### config.mk
export PLATFORM = sky130hd
export DESIGN_NAME = div_unit_flat
export DESIGN_NICKNAME = d
export VERILOG_FILES = /design/src/rtl/div_if.sv /design/src/rtl/div_unit.sv /design/src/flat_wrapper.sv
export SDC_FILE = /design/constraint.sdc
export NUM_CORES = 1
export LEC_CHECK = 0
export ABC_AREA = 0
export CELL_PAD_IN_SITES_DETAIL_PLACEMENT = 0
export CELL_PAD_IN_SITES_GLOBAL_PLACEMENT = 2
export CORE_ASPECT_RATIO = 0.8
export CORE_MARGIN = 2
export CORE_UTILIZATION = 38
export CTS_CLUSTER_DIAMETER = 100
export DETAILED_ROUTE_END_ITERATION = 12
export GPL_TIMING_DRIVEN = 0
export MAX_ROUTING_LAYER = met4
export PLACE_DENSITY_LB_ADDON = 0.08
export SETUP_SLACK_MARGIN = 0.2
export SYNTH_ARGS = -nofsm -noshare
export SYNTH_HDL_FRONTEND = slang
export SYNTH_SLANG_ARGS = --single-unit
### constraint.sdc
create_clock -name clk -period 17.1 [get_ports clk]
set_input_delay 5.13 -clock clk [delete_from_list [all_inputs] [get_ports clk]]
set_output_delay 5.13 -clock clk [all_outputs]
set_load 0.005 [all_outputs]
### src/rtl/div_if.sv
// Handshake and write-back bundle between the execute stage and the divide unit.
interface div_if #(
    parameter int unsigned DATA_LEN    = 32,
    parameter int unsigned RF_ADDR_LEN = 5
);
    logic                   start;
    logic [1:0]             op;
    logic [DATA_LEN-1:0]    rs1_data;
    logic [DATA_LEN-1:0]    rs2_data;
    logic [RF_ADDR_LEN-1:0] rd_addr_in;
    logic                   busy;
    logic                   done;
    logic                   w_en;
    logic [RF_ADDR_LEN-1:0] rd_addr;
    logic [DATA_LEN-1:0]    rd_write_data;

    modport master (
        output start, op, rs1_data, rs2_data, rd_addr_in,
        input  busy, done, w_en, rd_addr, rd_write_data
    );

    modport slave (
        input  start, op, rs1_data, rs2_data, rd_addr_in,
        output busy, done, w_en, rd_addr, rd_write_data
    );
endinterface

### src/rtl/div_unit.sv
// Iterative RV32M DIV/DIVU/REM/REMU unit: restoring division, one quotient bit per cycle,
// single registered write-back beat to the register file.
module div_unit #(
    parameter int unsigned DATA_LEN    = 32,
    parameter int unsigned RF_ADDR_LEN = 5
) (
    input logic  clk,
    input logic  rst,
    div_if.slave bus
);
    localparam int unsigned CntW = $clog2(DATA_LEN);
    localparam logic [DATA_LEN-1:0] MinNeg = {1'b1, {(DATA_LEN-1){1'b0}}};

    typedef enum logic [1:0] {StIdle, StCalc, StFinish} state_e;

    state_e                 state_q, state_d;
    logic [1:0]             op_q, op_d;
    logic [DATA_LEN-1:0]    quo_q, quo_d;
    logic [DATA_LEN-1:0]    rem_q, rem_d;
    logic [DATA_LEN-1:0]    divisor_q, divisor_d;
    logic                   qneg_q, qneg_d;
    logic                   rneg_q, rneg_d;
    logic [CntW-1:0]        cnt_q, cnt_d;
    logic [RF_ADDR_LEN-1:0] rd_lat_q, rd_lat_d;
    logic                   busy_q, busy_d;
    logic                   done_q, done_d;
    logic [RF_ADDR_LEN-1:0] rd_addr_q, rd_addr_d;
    logic [DATA_LEN-1:0]    data_q, data_d;

    logic                in_signed;
    logic                a_neg, b_neg;
    logic [DATA_LEN-1:0] a_abs, b_abs;
    logic [DATA_LEN:0]   trial, diff;
    logic [DATA_LEN-1:0] quo_fix, rem_fix;

    assign in_signed = ~bus.op[0];
    assign a_neg     = in_signed & bus.rs1_data[DATA_LEN-1];
    assign b_neg     = in_signed & bus.rs2_data[DATA_LEN-1];
    // Negating MinNeg wraps to itself, which reads correctly as unsigned 2^(DATA_LEN-1).
    assign a_abs     = a_neg ? -bus.rs1_data : bus.rs1_data;
    assign b_abs     = b_neg ? -bus.rs2_data : bus.rs2_data;

    assign trial   = {rem_q, quo_q[DATA_LEN-1]};
    assign diff    = trial - {1'b0, divisor_q};
    assign quo_fix = qneg_q ? -quo_q : quo_q;
    assign rem_fix = rneg_q ? -rem_q : rem_q;

    always_comb begin
        state_d   = state_q;
        op_d      = op_q;
        quo_d     = quo_q;
        rem_d     = rem_q;
        divisor_d = divisor_q;
        qneg_d    = qneg_q;
        rneg_d    = rneg_q;
        cnt_d     = cnt_q;
        rd_lat_d  = rd_lat_q;
        busy_d    = busy_q;
        done_d    = 1'b0;
        rd_addr_d = rd_addr_q;
        data_d    = data_q;
        unique case (state_q)
            StIdle: begin
                if (bus.start) begin
                    op_d      = bus.op;
                    rd_lat_d  = bus.rd_addr_in;
                    busy_d    = 1'b1;
                    cnt_d     = '0;
                    divisor_d = b_abs;
                    if (bus.rs2_data == '0) begin
                        quo_d   = '1;
                        rem_d   = bus.rs1_data;
                        qneg_d  = 1'b0;
                        rneg_d  = 1'b0;
                        state_d = StFinish;
                    end else if (in_signed && bus.rs1_data == MinNeg && bus.rs2_data == '1) begin
                        quo_d   = bus.rs1_data;
                        rem_d   = '0;
                        qneg_d  = 1'b0;
                        rneg_d  = 1'b0;
                        state_d = StFinish;
                    end else begin
                        quo_d   = a_abs;
                        rem_d   = '0;
                        qneg_d  = a_neg ^ b_neg;
                        rneg_d  = a_neg;
                        state_d = StCalc;
                    end
                end
            end
            StCalc: begin
                // quo_q doubles as the dividend shift register; quotient bits enter at the LSB.
                if (!diff[DATA_LEN]) begin
                    rem_d = diff[DATA_LEN-1:0];
                    quo_d = {quo_q[DATA_LEN-2:0], 1'b1};
                end else begin
                    rem_d = trial[DATA_LEN-1:0];
                    quo_d = {quo_q[DATA_LEN-2:0], 1'b0};
                end
                cnt_d = cnt_q + 1'b1;
                if (cnt_q == CntW'(DATA_LEN - 1)) begin
                    state_d = StFinish;
                end
            end
            StFinish: begin
                data_d    = op_q[1] ? rem_fix : quo_fix;
                rd_addr_d = rd_lat_q;
                done_d    = 1'b1;
                busy_d    = 1'b0;
                state_d   = StIdle;
            end
            default: state_d = StIdle;
        endcase
    end

    always_ff @(posedge clk or posedge rst) begin
        if (rst) begin
            state_q   <= StIdle;
            op_q      <= '0;
            quo_q     <= '0;
            rem_q     <= '0;
            divisor_q <= '0;
            qneg_q    <= 1'b0;
            rneg_q    <= 1'b0;
            cnt_q     <= '0;
            rd_lat_q  <= '0;
            busy_q    <= 1'b0;
            done_q    <= 1'b0;
            rd_addr_q <= '0;
            data_q    <= '0;
        end else begin
            state_q   <= state_d;
            op_q      <= op_d;
            quo_q     <= quo_d;
            rem_q     <= rem_d;
            divisor_q <= divisor_d;
            qneg_q    <= qneg_d;
            rneg_q    <= rneg_d;
            cnt_q     <= cnt_d;
            rd_lat_q  <= rd_lat_d;
            busy_q    <= busy_d;
            done_q    <= done_d;
            rd_addr_q <= rd_addr_d;
            data_q    <= data_d;
        end
    end

    assign bus.busy          = busy_q;
    assign bus.done          = done_q;
    assign bus.w_en          = done_q;
    assign bus.rd_addr       = rd_addr_q;
    assign bus.rd_write_data = data_q;
endmodule

### src/flat_wrapper.sv
// flat-port wrapper written by rule: the top's interface ports become plain ports
module div_unit_flat 
#(
    parameter int unsigned DATA_LEN    = 32,
    parameter int unsigned RF_ADDR_LEN = 5
)
  (clk, rst, bus_start, bus_op, bus_rs1_data, bus_rs2_data, bus_rd_addr_in, bus_busy, bus_done, bus_w_en, bus_rd_addr, bus_rd_write_data);
  div_if #(.DATA_LEN(DATA_LEN), .RF_ADDR_LEN(RF_ADDR_LEN)) bus_i ();
  input logic clk;
  input logic rst;
  input wire logic [$bits(bus_i.start)-1:0] bus_start;
  input wire logic [$bits(bus_i.op)-1:0] bus_op;
  input wire logic [$bits(bus_i.rs1_data)-1:0] bus_rs1_data;
  input wire logic [$bits(bus_i.rs2_data)-1:0] bus_rs2_data;
  input wire logic [$bits(bus_i.rd_addr_in)-1:0] bus_rd_addr_in;
  output wire logic [$bits(bus_i.busy)-1:0] bus_busy;
  output wire logic [$bits(bus_i.done)-1:0] bus_done;
  output wire logic [$bits(bus_i.w_en)-1:0] bus_w_en;
  output wire logic [$bits(bus_i.rd_addr)-1:0] bus_rd_addr;
  output wire logic [$bits(bus_i.rd_write_data)-1:0] bus_rd_write_data;
  assign bus_i.start = bus_start;
  assign bus_i.op = bus_op;
  assign bus_i.rs1_data = bus_rs1_data;
  assign bus_i.rs2_data = bus_rs2_data;
  assign bus_i.rd_addr_in = bus_rd_addr_in;
  assign bus_busy = bus_i.busy;
  assign bus_done = bus_i.done;
  assign bus_w_en = bus_i.w_en;
  assign bus_rd_addr = bus_i.rd_addr;
  assign bus_rd_write_data = bus_i.rd_write_data;
  div_unit #(.DATA_LEN(DATA_LEN), .RF_ADDR_LEN(RF_ADDR_LEN)) u_core (.clk(clk), .rst(rst), .bus(bus_i));
endmodule
### The clock network

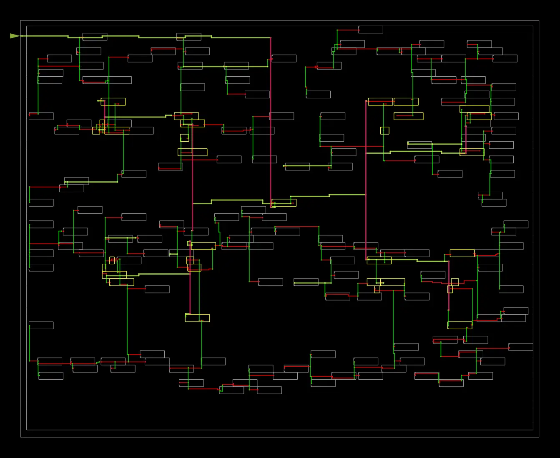
Num CTS Buffers: 17
clk ins delay skew pair: 0.45 ns
Clock Skew: 0.00880 ns

### Close-up of the layout

The bar under the picture is 10 microns long. Region (83, 64) to (113, 94) microns. Cells in gray, sequential cells in the stronger gray; small squares are vias.
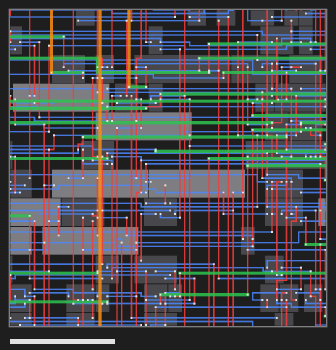
[red] met2
[blue] met1
[green] met3
[orange] met4
cells with their middle in the window: 47
sequential cells in the window: 6
most frequent: nand2_1 (7), dfrtp_1 (6)
netlist names of flops here include: `u_core.rem_q` (5), `u_core.rneg_q` (1)

==> flow_summary.ini <==
; yosys + openroad results
[worst_hold_path]
min-delay-start = u_core.rd_lat_q[3]
hold_path.class = reg -> reg

[floorplan]
die_h_microns = 157
row_count = 56

[place]
port-buffer-count = 113

[synth]
avgSynthCellArea_sq_um = 8.23
top_area_cell = dfrtp_1
synth-compound-area-share_pct = 24.0
flop_cell = dfrtp_1
yosysSeqAreaShare_pct = 33.7
ys.flops = 150
synthAdderAreaFrac_pct = 4.56
synthTopCellsByCount = 221 x nand2_1, 150 x dfrtp_1, 150 x o21ai_0

[finish]
n_all_buffers = 188
buffer_area_share_pct = 11.1
drive_above_1_share_pct = 6.27
logic_area_sq_um = 6880
final_area_sq_um = 13400
n_fill_cell = 2979

[status]
outcome = finished, final reports clean

[setup_path]
critPathCapture = u_core.state_q[1]
crit_chain = clkdlybuf4s50_1, inv_1, ha_1, or3b_4, or4_4, nor3_1, nand3_1, o21ai_0, nand2_1, nor2_1, a21oi_1, nor2_1
reg2regPathDepth = 13
crit_fanout = 5
cp_slowest_cell = o21ai_0
r2r_slack_ns = 13.17
cp.depth = 12

[final_timing]
max_slew_margin_pct = 15.5
finalCriticalPeriod_ns = 8.05
hold_slack_ns = 0.467
setup_ws_ns = 9.05

[drt]
vias_per_cell = 5.79
via_count = 10869
met2_length_mm = 17.7

[power_and_ir_drop]
power_leakage_uw = 0.00545
top_power_group = combinational logic
combinationalPowerShare_pct = 62.0

[global_route]
grt_max_degree = 117

[cts]
root_buffer = clkbuf_16
cts_setup_buffers = 0
